==> config.mk <==
export PLATFORM = sky130hd
export DESIGN_NAME = ext_fifo_pro
export DESIGN_NICKNAME = d
export VERILOG_FILES = /design/src/rtl/ext_fifo_pkg.sv /design/src/rtl/ext_fifo_ram.sv /design/src/rtl/ext_fifo_pro.sv
export SDC_FILE = /design/constraint.sdc
export NUM_CORES = 1
export LEC_CHECK = 0
export CAP_MARGIN = 40
export CORE_ASPECT_RATIO = 0.75
export CORE_UTILIZATION = 52
export DETAILED_ROUTE_END_ITERATION = 7
export GPL_ROUTABILITY_DRIVEN = 0
export GPL_TIMING_DRIVEN = 0
export PLACE_DENSITY = 0.72
export SLEW_MARGIN = 20
export SYNTH_ARGS = -nofsm -noshare
export SYNTH_HDL_FRONTEND = slang
export SYNTH_SLANG_ARGS = --single-unit
==> constraint.sdc <==
create_clock -name clk -period 5.7 [get_ports clk]
set_input_delay 0.855 -clock clk [delete_from_list [all_inputs] [get_ports clk]]
set_output_delay 0.855 -clock clk [all_outputs]
set_load 0.05 [all_outputs]
==> src/rtl/ext_fifo_pkg.sv <==
// Shared constants and helpers for the external-interface FIFO family.
package ext_fifo_pkg;

   localparam int unsigned EXT_FIFO_WIDTH      = 34;
   localparam int unsigned EXT_FIFO_DEPTH_LOG2 = 5;

   localparam int unsigned FIFO_MODE_REG  = 0;
   localparam int unsigned FIFO_MODE_FWFT = 1;

   // One extra bit beyond the address distinguishes full from empty.
   function automatic int unsigned ptr_width(input int unsigned depth_log2);
      return depth_log2 + 1;
   endfunction

endpackage

==> src/rtl/ext_fifo_ram.sv <==
// Two-port storage array: synchronous write, asynchronous read, never reset.
module ext_fifo_ram #(
   parameter int unsigned WIDTH      = 34,
   parameter int unsigned DEPTH_LOG2 = 5
) (
   input  logic                  clk,
   input  logic                  i_wr_en,
   input  logic [DEPTH_LOG2-1:0] i_wr_addr,
   input  logic [WIDTH-1:0]      i_wr_data,
   input  logic [DEPTH_LOG2-1:0] i_rd_addr,
   output logic [WIDTH-1:0]      o_rd_data
);

   logic [WIDTH-1:0] r_mem [2**DEPTH_LOG2];

   always_ff @(posedge clk) begin
      if (i_wr_en) begin
         r_mem[i_wr_addr] <= i_wr_data;
      end
   end

   assign o_rd_data = r_mem[i_rd_addr];

endmodule

==> src/rtl/ext_fifo_pro.sv <==
// Single-clock guarded FIFO with occupancy, threshold flags, sticky errors and
// selectable first-word-fall-through or registered read data.
module ext_fifo_pro
   import ext_fifo_pkg::*;
#(
   parameter int unsigned WIDTH      = EXT_FIFO_WIDTH,
   parameter int unsigned DEPTH_LOG2 = EXT_FIFO_DEPTH_LOG2,
   parameter int unsigned FWFT       = FIFO_MODE_FWFT
) (
   input  logic                  clk,
   input  logic                  rst,
   input  logic [WIDTH-1:0]      wr_data_i,
   input  logic                  wr_en_i,
   input  logic                  rd_en_i,
   output logic [WIDTH-1:0]      rd_data_o,
   output logic                  rd_valid_o,
   output logic                  full_o,
   output logic                  empty_o,
   output logic                  almost_full_o,
   output logic                  almost_empty_o,
   input  logic [DEPTH_LOG2:0]   af_thresh_i,
   input  logic [DEPTH_LOG2:0]   ae_thresh_i,
   output logic [DEPTH_LOG2:0]   count_o,
   output logic                  overflow_o,
   output logic                  underflow_o,
   input  logic                  err_clr_i
);

   localparam int unsigned PW = ptr_width(DEPTH_LOG2);
   localparam logic [PW-1:0] CAP = PW'(2**DEPTH_LOG2);

   logic [PW-1:0]    r_wr_ptr;
   logic [PW-1:0]    r_rd_ptr;
   logic [PW-1:0]    r_count;
   logic             r_overflow;
   logic             r_underflow;
   logic             w_rd_acc;
   logic             w_wr_acc;
   logic             w_empty;
   logic             w_full;
   logic [WIDTH-1:0] w_ram_rd_data;

   assign w_empty  = (r_count == '0);
   assign w_full   = (r_count == CAP);
   assign w_rd_acc = rd_en_i & ~w_empty;
   // A write into a full FIFO only fits if a read frees a slot this cycle.
   assign w_wr_acc = wr_en_i & (~w_full | w_rd_acc);

   ext_fifo_ram #(
      .WIDTH      (WIDTH),
      .DEPTH_LOG2 (DEPTH_LOG2)
   ) u_ram (
      .clk       (clk),
      .i_wr_en   (w_wr_acc),
      .i_wr_addr (r_wr_ptr[DEPTH_LOG2-1:0]),
      .i_wr_data (wr_data_i),
      .i_rd_addr (r_rd_ptr[DEPTH_LOG2-1:0]),
      .o_rd_data (w_ram_rd_data)
   );

   always_ff @(posedge clk) begin
      if (!rst) begin
         r_wr_ptr    <= '0;
         r_rd_ptr    <= '0;
         r_count     <= '0;
         r_overflow  <= 1'b0;
         r_underflow <= 1'b0;
      end else begin
         if (w_wr_acc) begin
            r_wr_ptr <= r_wr_ptr + PW'(1);
         end
         if (w_rd_acc) begin
            r_rd_ptr <= r_rd_ptr + PW'(1);
         end
         unique case ({w_wr_acc, w_rd_acc})
            2'b10:   r_count <= r_count + PW'(1);
            2'b01:   r_count <= r_count - PW'(1);
            default: r_count <= r_count;
         endcase
         // Set has priority over a same-cycle clear.
         r_overflow  <= (wr_en_i & ~w_wr_acc) | (r_overflow & ~err_clr_i);
         r_underflow <= (rd_en_i & ~w_rd_acc) | (r_underflow & ~err_clr_i);
      end
   end

   assign count_o        = r_count;
   assign empty_o        = w_empty;
   assign full_o         = w_full;
   assign almost_full_o  = (r_count >= af_thresh_i);
   assign almost_empty_o = (r_count <= ae_thresh_i);
   assign overflow_o     = r_overflow;
   assign underflow_o    = r_underflow;

   if (FWFT == FIFO_MODE_FWFT) begin : g_fwft
      assign rd_data_o  = w_empty ? '0 : w_ram_rd_data;
      assign rd_valid_o = ~w_empty;
   end else begin : g_reg
      logic [WIDTH-1:0] r_rd_data;
      logic             r_rd_valid;

      always_ff @(posedge clk) begin
         if (!rst) begin
            r_rd_data  <= '0;
            r_rd_valid <= 1'b0;
         end else begin
            r_rd_valid <= w_rd_acc;
            if (w_rd_acc) begin
               r_rd_data <= w_ram_rd_data;
            end
         end
      end

      assign rd_data_o  = r_rd_data;
      assign rd_valid_o = r_rd_valid;
   end

endmodule

==> images/layer_met2.png <==
Bar = 100 um.
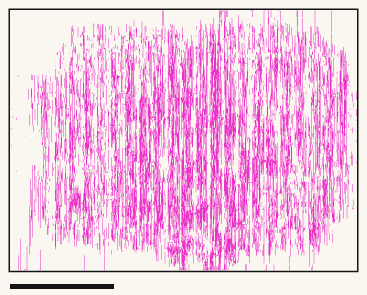
share of all routed wire = 47%
main direction = vertical
global routing met2 resource utilization: 39.3%
Post-Route WL: 106000 um
overall via count from detail_route: 21400

==> images/layer_met3.png <==
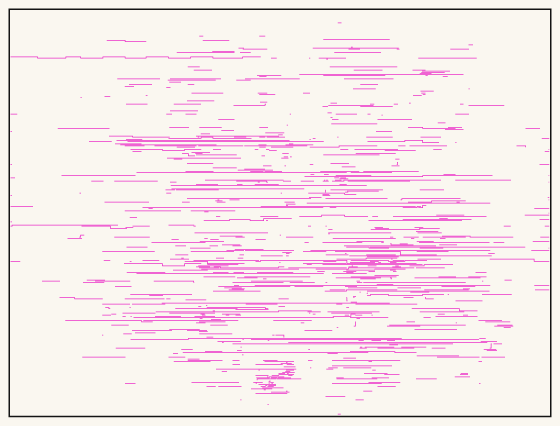
main direction = horizontal
nets with wire on the layer = 401
global routing usage on met3: 7.58%

[worst paths after layout]
path,endpoint,slack (ps),cells after the start
max,rd_data_o[29],6,6
min,overflow_o$_SDFF_PN0_,480,2
max reg2reg,u_ram.r_mem[12][8]$_DFFE_PP_,2360,6
min reg2reg,overflow_o$_SDFF_PN0_,480,2
[registers in the layout, summed over array words and instances, names as in the netlist, named ones only]
name / count
overflow_o: 1
r_rd_ptr: 5
r_wr_ptr: 5
count_o: 6
underflow_o: 1
u_ram.r_mem: 1088
[per-layer routing]
layer | GRT usage (%) | share of wire (%) | up-vias
met4 | 7.31 | 2.5 | 4
met5 | 0 | 0.022 | -
li1 | - | - | 8529
met1 | 36.4 | 40 | 11300
met2 | 39.3 | 47 | 1295
met3 | 7.58 | 11 | 191
==> impl_metrics.yaml <==
# yosys + openroad results
outcome:
  run_status: "completed"
hold_path:
  min-delay-path-class: "flop to flop"
  holdCritStartpoint: "overflow_o$_SDFF_PN0_"
grt:
  grt_usage_pct: 25.7
  number_of_global_route_vias_before_repair: 21600
  overflow: 0
  initial_antenna_violation_count: 4
  grt_start_max_net_pins: 33
power:
  powerSeq_uw: 9160
  vdd_drop_max_v: 0.000310
  maxPowerGroup: "registers"
  clock_network_power_consumption_uw: 6860
  p_int_uw: 15300
  design_power_total_uw: 21600
  power_switching_share_pct: 29.0
clock_network:
  ctsHtreeMaxLevel: 3
  numCtsBuffers: 102
  cts_tree: "done"
  cts-root-to-sink-buffers: 3
  path_clk_slew_ps: 60
  holdBufCountCts: 0
  post_cts.resized_instances: 0
timing:
  timing.slew.headroom_pct: 37.1
  final_max_slew_viol_count: 0
  min_setup_slack_post_route_ps: 6.30
  rsz0062_at_grt: "false"
  fin_hold_ws_ps: 476
  final.min_clock_period_ps: 5690
  layout_worst_path_cycle_share_pct: 99.9
routing:
  avgViaCountPerCell: 6.39
  routed_len_inst_um: 31.7
  drc_violations_left: 0
logic_synthesis:
  post_synth_instance_area_um2: 43000
  cell_count_after_synthesis: 1850
  post_synthesis_cell_type_with_the_largest_combined_area: "edfxtp_1"
  yosys_cells: 1850
  synthFlopType: "edfxtp_1"
  xor_area_share_pct: 0.224
  top_cells_by_area: "edfxtp_1 (76%), mux4_2 (16%), dfxtp_1 (1.1%)"
  synth_sequential_area_ratio_pct: 77.0
  synth_flop_count: 1111
  top_cell: "edfxtp_1"
  yosys.area_share.aoi_pct: 2.22
  enable_flop_cells: 1088
  synth_cell_types: 48
  logic_family: "multiplexers"
cells_and_area:
  comb_area_um2: 9390
  num-nonclk-inverters: 33
  non_clock_buffer_count: 299
  combAreaFraction_pct: 18.4
  flop-count: 1111
  layout_top_cell: "edfxtp_1"
  layout_cells_excl_fill: 3343
  clockNetworkAreaShare_pct: 6.47
  dominant_logic_cell_types_in_the_final_layout: "edfxtp_1 (1088), mux4_2 (306), clkbuf_16 (103), clkdlybuf4s50_1 (95), buf_16 (51)"
  top_area_cell_class: "flip-flops and latches"
  layout.core_utilization_pct: 62.9
floorplanning:
  io-pin-count: 98
  num_tapcells: 1104
  dieHeight_um: 251
  die_area_um2: 83900
setup_path:
  worstReg2RegStart: "count_o[4]$_SDFFE_PN0P_"
  slowest_delay_ps: 960
  crit_path_cells: "buf_2 -> buf_1 -> clkbuf_1 -> a211oi_1 -> a2111oi_1 -> clkdlybuf4s50_1"
  critPathMaxFanout: 10
  critical_path.slowest_cell: "clkdlybuf4s50_1"
  timing.critical_path.max_delay_family: "buffers and inverters"
  critPathCaptureType: "primary output"
  buffers_plus_inverters_on_the_worst_setup_path: 4
place:
  dp_worst_setup_slack_ps: 862
  placed_cells_incl_taps: 3147
  place_area_um2: 47700
  portBuffers: 96
Power is estimated from default activity; no workload was simulated.
